$ cat src/rtl/axi4_wr_burst_split.sv
// Splits a linear write command plus a data stream into AXI4 write bursts of at most MAX_BURST
// beats that never cross 4 KB, with bounded outstanding bursts. Optional: AXI4_WR_SPLIT_BRESP_CHK_EN.
`timescale 1ns/1ps
module axi4_wr_burst_split #(
    parameter int unsigned ASIZE     = 32,
    parameter int unsigned DSIZE     = 64,
    parameter int unsigned IDSIZE    = 4,
    parameter int unsigned ID        = 0,
    parameter int unsigned LSIZE     = 8,
    parameter int unsigned MAX_BURST = 16,
    parameter int unsigned MAX_OUTST = 4
) (
    input  logic              clock,
    input  logic              rst,
    input  logic              cmd_valid,
    output logic              cmd_ready,
    input  logic [ASIZE-1:0]  cmd_addr,
    input  logic [15:0]       cmd_len,
    input  logic              s_valid,
    input  logic [DSIZE-1:0]  s_data,
    output logic              s_ready,
    output logic              axi_awvalid,
    input  logic              axi_awready,
    output logic [IDSIZE-1:0] axi_awid,
    output logic [ASIZE-1:0]  axi_awaddr,
    output logic [LSIZE-1:0]  axi_awlen,
    output logic              axi_wvalid,
    input  logic              axi_wready,
    output logic [DSIZE-1:0]  axi_wdata,
    output logic              axi_wlast,
    input  logic              axi_bvalid,
    output logic              axi_bready,
    input  logic [IDSIZE-1:0] axi_bid,
    input  logic [1:0]        axi_bresp,
    output logic              done,
    output logic              err
);

    localparam int unsigned BPB  = DSIZE / 8;
    localparam int unsigned BLOG = $clog2(BPB);

    typedef enum logic [2:0] {IDLE, CALC, AW, W, DRAIN} state_t;

    state_t           state, state_nx;
    logic [ASIZE-1:0] addr, addr_nx;
    logic [16:0]      rem, rem_nx;
    logic [16:0]      blen, blen_nx;
    logic [16:0]      beat, beat_nx;
    logic [3:0]       outst;
    logic [12:0]      b4k;
    logic [16:0]      bmin;
    logic             cmd_rdy;
    logic             aw_hs;
    logic             b_hs;
    logic             unused_b;

    assign unused_b = ^{axi_bid, axi_bresp};

    // Beats left before the next 4 KB page; addr is always beat aligned.
    assign b4k = (13'h1000 - {1'b0, addr[11:0]}) >> BLOG;

    always_comb begin
        bmin = rem;
        if (bmin > 17'(MAX_BURST)) bmin = 17'(MAX_BURST);
        if (bmin > {4'd0, b4k}) bmin = {4'd0, b4k};
    end

    assign cmd_ready  = cmd_rdy & ~rst;
    assign axi_bready = ~rst;
    assign axi_awid   = IDSIZE'(ID);
    assign axi_awaddr = addr;
    assign axi_awlen  = LSIZE'(blen - 17'd1);
    assign axi_wdata  = s_data;
    assign aw_hs      = axi_awvalid & axi_awready;
    // A B response with nothing outstanding is ignored.
    assign b_hs       = axi_bvalid & axi_bready & (outst != 4'd0);

    always_comb begin
        state_nx    = state;
        addr_nx     = addr;
        rem_nx      = rem;
        blen_nx     = blen;
        beat_nx     = beat;
        cmd_rdy     = 1'b0;
        axi_awvalid = 1'b0;
        axi_wvalid  = 1'b0;
        s_ready     = 1'b0;
        axi_wlast   = 1'b0;
        done        = 1'b0;
        unique case (state)
            IDLE: begin
                cmd_rdy = 1'b1;
                if (cmd_valid) begin
                    addr_nx  = cmd_addr & ~ASIZE'(BPB - 1);
                    rem_nx   = {1'b0, cmd_len} + 17'd1;
                    state_nx = CALC;
                end
            end
            CALC: begin
                blen_nx  = bmin;
                state_nx = AW;
            end
            AW: begin
                axi_awvalid = (outst < 4'(MAX_OUTST));
                if (axi_awvalid && axi_awready) begin
                    beat_nx  = '0;
                    state_nx = W;
                end
            end
            W: begin
                axi_wvalid = s_valid;
                s_ready    = axi_wready;
                axi_wlast  = (beat == blen - 17'd1);
                if (s_valid && axi_wready) begin
                    beat_nx = beat + 17'd1;
                    if (axi_wlast) begin
                        rem_nx   = rem - blen;
                        addr_nx  = addr + (ASIZE'(blen) << BLOG);
                        state_nx = (rem == blen) ? DRAIN : CALC;
                    end
                end
            end
            DRAIN: begin
                if (outst == 4'd0) begin
                    done     = 1'b1;
                    state_nx = IDLE;
                end
            end
            default: state_nx = IDLE;
        endcase
    end

    always_ff @(posedge clock or posedge rst) begin
        if (rst) begin
            state <= IDLE;
            addr  <= '0;
            rem   <= '0;
            blen  <= '0;
            beat  <= '0;
            outst <= '0;
        end else begin
            state <= state_nx;
            addr  <= addr_nx;
            rem   <= rem_nx;
            blen  <= blen_nx;
            beat  <= beat_nx;
            if (aw_hs && !b_hs) outst <= outst + 4'd1;
            else if (b_hs && !aw_hs) outst <= outst - 4'd1;
        end
    end

`ifdef AXI4_WR_SPLIT_BRESP_CHK_EN
    logic err_acc;

    always_ff @(posedge clock or posedge rst) begin
        if (rst) begin
            err_acc <= 1'b0;
        end else if (cmd_valid && cmd_ready) begin
            err_acc <= 1'b0;
        end else if (b_hs && axi_bresp[1]) begin
            err_acc <= 1'b1;
        end
    end

    assign err = done & err_acc;
`else
    assign err = 1'b0;
`endif

endmodule

$ cat config.mk
export PLATFORM = sky130hd
export DESIGN_NAME = axi4_wr_burst_split
export DESIGN_NICKNAME = d
export VERILOG_FILES = /design/src/rtl/axi4_wr_burst_split.sv
export SDC_FILE = /design/constraint.sdc
export NUM_CORES = 1
export LEC_CHECK = 0
export ABC_AREA = 1
export CORE_ASPECT_RATIO = 1.25
export CORE_MARGIN = 2
export CORE_UTILIZATION = 51
export CTS_BUF_LIST = sky130_fd_sc_hd__clkbuf_8
export DETAILED_ROUTE_END_ITERATION = 7
export PLACE_DENSITY = 0.89
export SLEW_MARGIN = 40
export SYNTH_ARGS = -nofsm -noshare
export SYNTH_HDL_FRONTEND = slang
export SYNTH_SLANG_ARGS = --single-unit
export TNS_END_PERCENT = 10
$ cat constraint.sdc
create_clock -name clock -period 4.01 [get_ports clock]
set_input_delay 0.401 -clock clock [delete_from_list [all_inputs] [get_ports clock]]
set_output_delay 0.401 -clock clock [all_outputs]
set_load 0.01 [all_outputs]
==> images/m1.png <==
Scale: 2 px per um. Supply wires on this layer in gray.
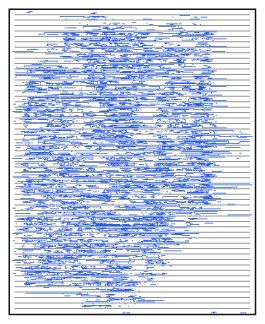
longest straight run = 54.7 um
main direction = horizontal

==> images/m2.png <==
Scale: 2 px per um.
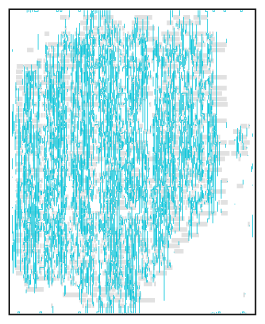
wire length on this layer = 12900 um
nets with wire on the layer = 1244
share of all routed wire = 49%

==> impl_metrics.toml <==
# yosys + openroad results
[outcome]
status = "finished, final reports clean"

[sta]
fmax_mhz = 287
period_needed_ps = 3480
setup_ws_ps = 526
setup_tns_ps = 0
maxSlewViolCount = 0
hold_violations = 0
whs_ps = 442
fin_skew_ps = 24.9
worst_pin_slew_ps = 773
max_slew_margin_pct = 48.5
setup_violations = 0

[grt]
grt_overflow = 0
grt_pass1_wl_mm = 42.5
antenna_found_initial = 0
grt-busiest-layer = "met2"
met3_usage_pct = 4.17
grt_max_degree = 55
grt_pass1_vias = 8924

[cells_and_area]
lay_top_count = "nand2_1"
final_core_util_pct = 56.5
fillCellCount = 1691
diodes = 0
fin_area_sq_um = 9770
finalNetCount = 1616
layout.cells.non_filler = 1666
final-seq-area_sq_um = 2180
logic_area_sq_um = 5470
largest_reg_flops = 29
final_cell_mix = "nand2_1 (472), inv_1 (163), nor2_1 (113)"

[synthesis]
synth.cells.most_frequent = "nand2_1 (472), inv_1 (161), nor2_1 (113)"
ys_types = 50
synthCells = 1414
synthFlopType = "dfrtp_1"
avgSynthCellArea_sq_um = 6.31
yosysWarningCount = 0
area_leaders = "dfrtp_1 (24%), nand2_1 (20%), ha_1 (7.1%)"
ys_cells = 1414
ys_ff = 87
edf_count = 0
top_area_cell = "dfrtp_1"
synth_area_sq_um = 8930
synth_seq_share_pct = 24.4
yosysMostFrequentCell = "nand2_1"
top_cell_area_share_pct = 24.4

[power_and_ir_drop]
power_per_cell_area_nw_per_um2 = 751
intPower_w = 0.00333
ir_drop_mv = 0.431
power.share.sequential_pct = 23.8
clkPwrFrac_pct = 7.9
comb_power_w = 0.00501
p_clk_w = 0.000580
leakagePower_nw = 5.08
total_power_w = 0.00734
pg_seq_w = 0.00175
p_sw_w = 0.00401
power_frac_comb_pct = 68.3
largestPowerGroup = "combinational cells"

[run]
cap_viol_max_count = 0
warnings = 36

[cts]
clk_path_buf_depth = 2
numCtsBuffers = 9
clk_pin_slew_ps = 110
cts_hold_buf = 0
insertion_delay_ps = 410
cts_sinks = 87
cts_tree = "yes"
cts_max_level = 3

[die]
die_h_um = 152
fp_util_pct = 51.6
dieArea_sq_um = 18600
ios = 241

[drt]
ant_nets = 0
wl_per_cell_um = 15.8
vias_per_cell = 5.60
firstDrtPassIters = 7
drt-initial-drc-count = 682
route.detailed.drc = 0
via_count = 9327

[setup_path]
slowest_delay_ps = 550
cp-start-kind = "flop"
critical_path.max_fanout = 6
path_buffers = 3
crit_family = "simple AND/OR/NAND/NOR gates"
cp_common_cell = "nand2_1"
cp.required_ps = 3610
arrival_ps = 3080
slowest_stage = "clkdlybuf4s50_1"
cp.depth = 13
end_kind = "output port"

[placement]
dp_cells = 1649
numPortBuffers = 95
routabilityCongestion = 0.971
post_dp_cell_area_sq_um = 9570
dp_hpwl_mm = 20.0

[min_path]
min_path_type = "input pin to async pin"
==> images/m3.png <==
Scale: 2 px per um.
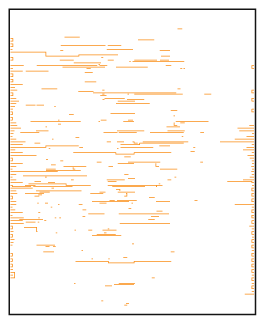
nets with wire on the layer = 209
share of all routed wire = 6.6%
wire length on this layer = 1750 um
longest straight run = 41.4 um
main direction = horizontal

==> images/m4.png <==
Scale: 2 px per um. Supply wires on this layer in gray.
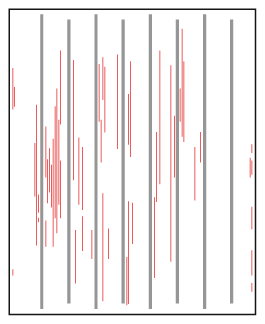
share of all routed wire = 5.9%
wire length on this layer = 1570 um
nets with wire on the layer = 48

final timing paths:
kind / from / slack (ps) / end
setup reg to reg: axi_awaddr[3]$_DFFE_PP0P_ / 680 / blen[2]$_DFFE_PP0P_
setup / recovery: blen[1]$_DFFE_PP0P_ / 530 / axi_wlast
min in group clock: outst[3]$_DFFE_PP0P_ / 490 / outst[3]$_DFFE_PP0P_
hold reg to reg: outst[3]$_DFFE_PP0P_ / 490 / outst[3]$_DFFE_PP0P_
max in group asynchronous: rst / 2400 / axi_awaddr[3]$_DFFE_PP0P_
hold / removal: rst / 440 / beat[16]$_DFFE_PP0P_
worst register-to-register path, cell delays in order, from the launching register on:
cell     delay (ps)
dfrtp_1         460
inv_1           140
ha_1            150
nand2_1          80
nor2_1           90
nand2_1          60
or2_2           290
nor2_1          130
xor2_1          320
inv_1            80
ha_1            300
nand2_1         110
nor2_1           60
a21oi_1         140
nor2_1           50
nor2_1           70
o21ai_0          80
nand2_1         230
inv_1           190
nand2_1         100
nand3_1          80
nand2_1          70
cells by family after synthesis:
group	share of synthesized area, %
adder cells (fa/ha/maj)	7.82
buffers and inverters	14.9
flip-flops	24.4
other	0.0420
AND/OR/NAND/NOR	40.8
XOR/XNOR	4.15
AND-OR/OR-AND	7.69
multiplexers	0.238
routing by layer:
| metal | routed length [um] | vias to the layer above |
|---|---|---|
| met3 | 1750 | 119 |
| met2 | 12900 | 368 |
| met4 | 1570 | 0 |
| li1 | - | 4548 |
| met1 | 10200 | 4292 |
| met5 | 0 | - |
area by class of cell:
class                      instances  area share (%)
timing repair buffer             106            10.8
multi-input combinational       1067            56.0
inverter                         166            6.39
tap                              224            2.87
clock inverter                     7           0.448
clock buffer                       9            1.27
sequential                        87            22.3
